==> images/clocks.png <==
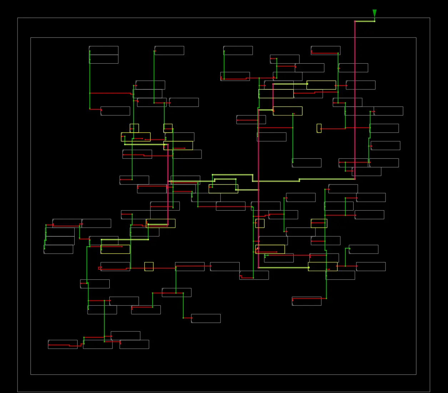
==> images/cell_density.png <==
Scale: 2 px per um. The die is cut into 13 by 12 equal tiles; black is low, pale yellow is high, 0 to 100% covered.
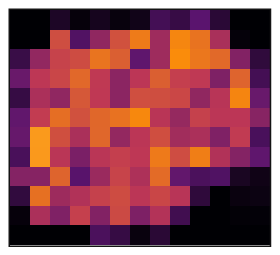
[config.mk]
export PLATFORM = sky130hd
export DESIGN_NAME = div16s8s_seq
export DESIGN_NICKNAME = d
export VERILOG_FILES = /design/src/rtl/div16s8s_pkg.sv /design/src/rtl/div_step_u17.sv /design/src/rtl/div16s8s_seq.sv
export SDC_FILE = /design/constraint.sdc
export NUM_CORES = 1
export LEC_CHECK = 0
export CELL_PAD_IN_SITES_DETAIL_PLACEMENT = 0
export CELL_PAD_IN_SITES_GLOBAL_PLACEMENT = 2
export CORE_ASPECT_RATIO = 0.9
export CORE_MARGIN = 4
export CORE_UTILIZATION = 35
export DETAILED_ROUTE_END_ITERATION = 8
export PLACE_DENSITY = 0.83
export SETUP_SLACK_MARGIN = 0.3
export SYNTH_ARGS = -nofsm -noshare
export SYNTH_HDL_FRONTEND = slang
export SYNTH_SLANG_ARGS = --single-unit
export TNS_END_PERCENT = 10
[constraint.sdc]
create_clock -name clock -period 3 [get_ports clock]
set_clock_uncertainty 0.15 [all_clocks]
set_input_delay 0.3 -clock clock [delete_from_list [all_inputs] [get_ports clock]]
set_output_delay 0.3 -clock clock [all_outputs]
set_load 0.02 [all_outputs]
[src/rtl/div16s8s_pkg.sv]
// rtl/div16s8s_pkg.sv - shared widths, latency and FSM state type for the 16/8 signed divider
package div16s8s_pkg;

  localparam int DIVIDEND_W = 16;
  localparam int DIVISOR_W  = 8;
  localparam int LATENCY    = 17;

  typedef enum logic [1:0] {
    IDLE = 2'd0,
    CALC = 2'd1,
    FIX  = 2'd2,
    DONE = 2'd3
  } state_t;

endpackage

[src/rtl/div_step_u17.sv]
// rtl/div_step_u17.sv - one restoring division step on the unsigned magnitudes
module div_step_u17
  import div16s8s_pkg::*;
(
  input  logic [DIVISOR_W-1:0]  rem_in,
  input  logic [DIVIDEND_W:0]   num_in,
  input  logic [DIVISOR_W-1:0]  dvs,
  output logic [DIVISOR_W-1:0]  rem_out,
  output logic [DIVIDEND_W:0]   num_out
);

  logic [DIVISOR_W:0]   shifted;
  logic [DIVISOR_W-1:0] diff;
  logic                 fits;

  // Partial remainder stays below the divisor magnitude (<= 128), so 8 bits suffice;
  // the low 8 bits of the difference are exact whenever the subtraction fits.
  always_comb begin
    shifted = {rem_in, num_in[DIVIDEND_W-1]};
    fits    = (shifted >= {1'b0, dvs});
    diff    = shifted[DIVISOR_W-1:0] - dvs;
    rem_out = fits ? diff : shifted[DIVISOR_W-1:0];
    num_out = {num_in[DIVIDEND_W], num_in[DIVIDEND_W-2:0], fits};
  end

endmodule

[src/rtl/div16s8s_seq.sv]
// rtl/div16s8s_seq.sv - sequential signed 16/8 divider, fixed 17-cycle latency, ready/valid handshake
module div16s8s_seq
  import div16s8s_pkg::*;
#(
  parameter int LATENCY = div16s8s_pkg::LATENCY
) (
  input  logic        clock,
  input  logic        reset_n,
  input  logic        in_valid,
  output logic        in_ready,
  input  logic [15:0] dividend,
  input  logic [7:0]  divisor,
  output logic        out_valid,
  input  logic        out_ready,
  output logic [15:0] quotient,
  output logic [7:0]  remainder,
  output logic        div_by_zero,
  output logic        overflow
);

  localparam logic [3:0] LAST_STEP = 4'(LATENCY - 2);

  state_t      state, next_state;
  logic [3:0]  count;
  logic [16:0] num;
  logic [7:0]  rem;
  logic [7:0]  dvs_mag;
  logic [7:0]  low_byte;
  logic        q_neg, r_neg, dz, ov;

  logic [16:0] dvd_ext, dvd_mag;
  logic [7:0]  dvs_abs;
  logic [16:0] step_num;
  logic [7:0]  step_rem;

  div_step_u17 u_step (
    .rem_in  (rem),
    .num_in  (num),
    .dvs     (dvs_mag),
    .rem_out (step_rem),
    .num_out (step_num)
  );

  // 17-bit magnitude so that -32768 maps cleanly to +32768.
  always_comb begin
    dvd_ext = {dividend[15], dividend};
    dvd_mag = dvd_ext[16] ? (~dvd_ext + 17'd1) : dvd_ext;
    dvs_abs = divisor[7] ? (~divisor + 8'd1) : divisor;
  end

  assign in_ready = (state == IDLE);

  always_ff @(posedge clock or negedge reset_n) begin
    if (!reset_n) state <= IDLE;
    else          state <= next_state;
  end

  always_comb begin
    next_state = state;
    case (state)
      IDLE: if (in_valid) next_state = CALC;
      CALC: if (count == LAST_STEP) next_state = FIX;
      FIX:  next_state = DONE;
      DONE: if (out_ready) next_state = IDLE;
      default: next_state = IDLE;
    endcase
  end

  always_ff @(posedge clock or negedge reset_n) begin
    if (!reset_n) begin
      count       <= '0;
      num         <= '0;
      rem         <= '0;
      dvs_mag     <= '0;
      low_byte    <= '0;
      q_neg       <= 1'b0;
      r_neg       <= 1'b0;
      dz          <= 1'b0;
      ov          <= 1'b0;
      out_valid   <= 1'b0;
      quotient    <= '0;
      remainder   <= '0;
      div_by_zero <= 1'b0;
      overflow    <= 1'b0;
    end else begin
      case (state)
        IDLE: begin
          if (in_valid) begin
            num      <= dvd_mag;
            rem      <= '0;
            dvs_mag  <= dvs_abs;
            low_byte <= dividend[7:0];
            q_neg    <= dividend[15] ^ divisor[7];
            r_neg    <= dividend[15];
            dz       <= (divisor == 8'd0);
            ov       <= (dividend == 16'h8000) && (divisor == 8'hFF);
            count    <= '0;
          end
        end
        CALC: begin
          num   <= step_num;
          rem   <= step_rem;
          count <= count + 4'd1;
        end
        FIX: begin
          out_valid   <= 1'b1;
          div_by_zero <= dz;
          overflow    <= ov;
          if (dz) begin
            quotient  <= 16'hFFFF;
            remainder <= low_byte;
          end else if (ov) begin
            quotient  <= 16'h8000;
            remainder <= 8'h00;
          end else begin
            quotient  <= q_neg ? (~num[15:0] + 16'd1) : num[15:0];
            remainder <= r_neg ? (~rem + 8'd1) : rem;
          end
        end
        DONE: begin
          if (out_ready) out_valid <= 1'b0;
        end
        default: ;
      endcase
    end
  end

endmodule
==> Slide: Implementation Results <==
Flow Results at a Glance

Status
  • Status: complete, but fails checks
  • Violations in the final reports: hold timing

Setup path
  • Biggest cell delay along the critical path: 0.41 ns
  • Data arrival time at the worst-slack endpoint: 2.51 ns
  • Path depth of the worst reg2reg path: 9
  • Worst setup path endpoint: rem[6]
  • R2R Setup Slk: 0.56 ns
  • Slowest library cell on the worst path: fa_1
  • Crit path kind: reg2reg
  • CP Launch Point: num[15]

Route
  • DRC violation count after routing: 0
  • Routed length per placed instance: 16.8 um
  • Number of nets still failing antenna checks after routing: 0
  • Wire length the detailed router placed on met1: 6690 um
  • Top routing layer in use: met4

Clocking
  • Number of buffers between clock root and the deepest sink: 2
  • CTS clk-pin slew, worst paths: 0.06 ns
  • CTS tree: built
  • Number of buffers added for setup after CTS: 0
  • Cell at the root of the clock tree: clkbuf_16

Placed design
  • Port bufs: 55

STA
  • Worst slew margin relative to its limit: 0.266
  • Minimum clock period: 2.44 ns
  • Smallest hold slack: -0.0244 ns
  • Maximum operating frequency: 411 MHz
  • Period Utilization, post-route: 0.812
  • Max Transition Viols Final: 0
  • Final number of hold-violating endpoints: 26
  • Post-route worst setup slack: 0.565 ns

Die
  • Top Ports: 56
  • CORE AREA: 12900 um^2
  • Num rows: 39
  • Init Core Util: 0.363
  • Total Die Area: 15300 um^2

Layout
  • Cell class with the largest area share: multi-input combinational cells
  • Nets@finish: 611
  • Multi-input combinational gate total: 377
  • Non-clock buffer share of cell area: 0.108
  • Non-clock inverters: 35
  • Comb/total area: 0.442
  • FF/Latch Area: 1930 um^2
  • Count of filler cells inserted in the layout: 1306

Yosys
  • Number of standard cells reported by yosys: 517
  • Average instance area after synthesis: 9.06 um^2
  • Post-synthesis cell count: 517

GRT
  • Global-route usage over all layers: 0.169
  • Largest net degree at the start of global routing: 78
  • Initial antenna violation count: 0
About clocks.png:
power of the clock network: 1.11 mW
flop count: 77
clock latency on the worst-skew pair: 0.34 ns
total number of clock tree sinks: 77

About cell_density.png:
1.9% of the tiles are over 75% full. The fullest tile reaches 78%. The emptiest ninth of the die: lower right. The mean over all tiles is 36%.

[cells by family (layout without fill, tap and decap cells)]
| family | Yosys count | count (layout) | share of synthesized area |
|---|---|---|---|
| compound gates | 149 | 149 | 0.210 |
| xor+xnor | 43 | 43 | 0.0804 |
| fa+ha+maj | 19 | 19 | 0.0524 |
| buf+inv | 63 | 115 | 0.0505 |
| flops | 77 | 77 | 0.412 |
| mux | 21 | 21 | 0.0470 |
| simple gates | 145 | 145 | 0.148 |
[routing by layer]
| metal | vias up | GRT usage |
|---|---|---|
| met5 | - | 0 |
| met4 | 0 | 0.0409 |
| met3 | 11 | 0.0331 |
| met2 | 95 | 0.226 |
| met1 | 1912 | 0.275 |
| li1 | 1944 | - |
[synth_stat cells (5+ instances only)]
cell / count / share of area
xor2_1: 23 / 0.043
or3_1: 7 / 0.0094
mux2i_1: 13 / 0.028
clkbuf_1: 28 / 0.022
nor3_1: 5 / 0.0053
a22oi_1: 7 / 0.011
nand2b_1: 9 / 0.012
mux2_2: 8 / 0.019
o311ai_0: 5 / 0.0094
nand3_1: 5 / 0.0053
nand2_1: 55 / 0.044
o31ai_1: 6 / 0.0096
o41ai_1: 7 / 0.013
nor2_1: 36 / 0.029
inv_1: 35 / 0.028
o211ai_1: 7 / 0.011
ha_1: 18 / 0.048
o21ai_0: 46 / 0.049
xnor2_1: 20 / 0.037
o221ai_1: 11 / 0.021
dfrtp_1: 77 / 0.41
a21oi_1: 26 / 0.028
[where the power goes]
group          switching (mW)  leakage [nW]  internal (mW)
registers               0.466         0.950           1.50
clock network           0.445         0.134          0.667
logic                    1.83          1.27           1.41
total                    2.74          2.35           3.58
Power is estimated from default activity; no workload was simulated.
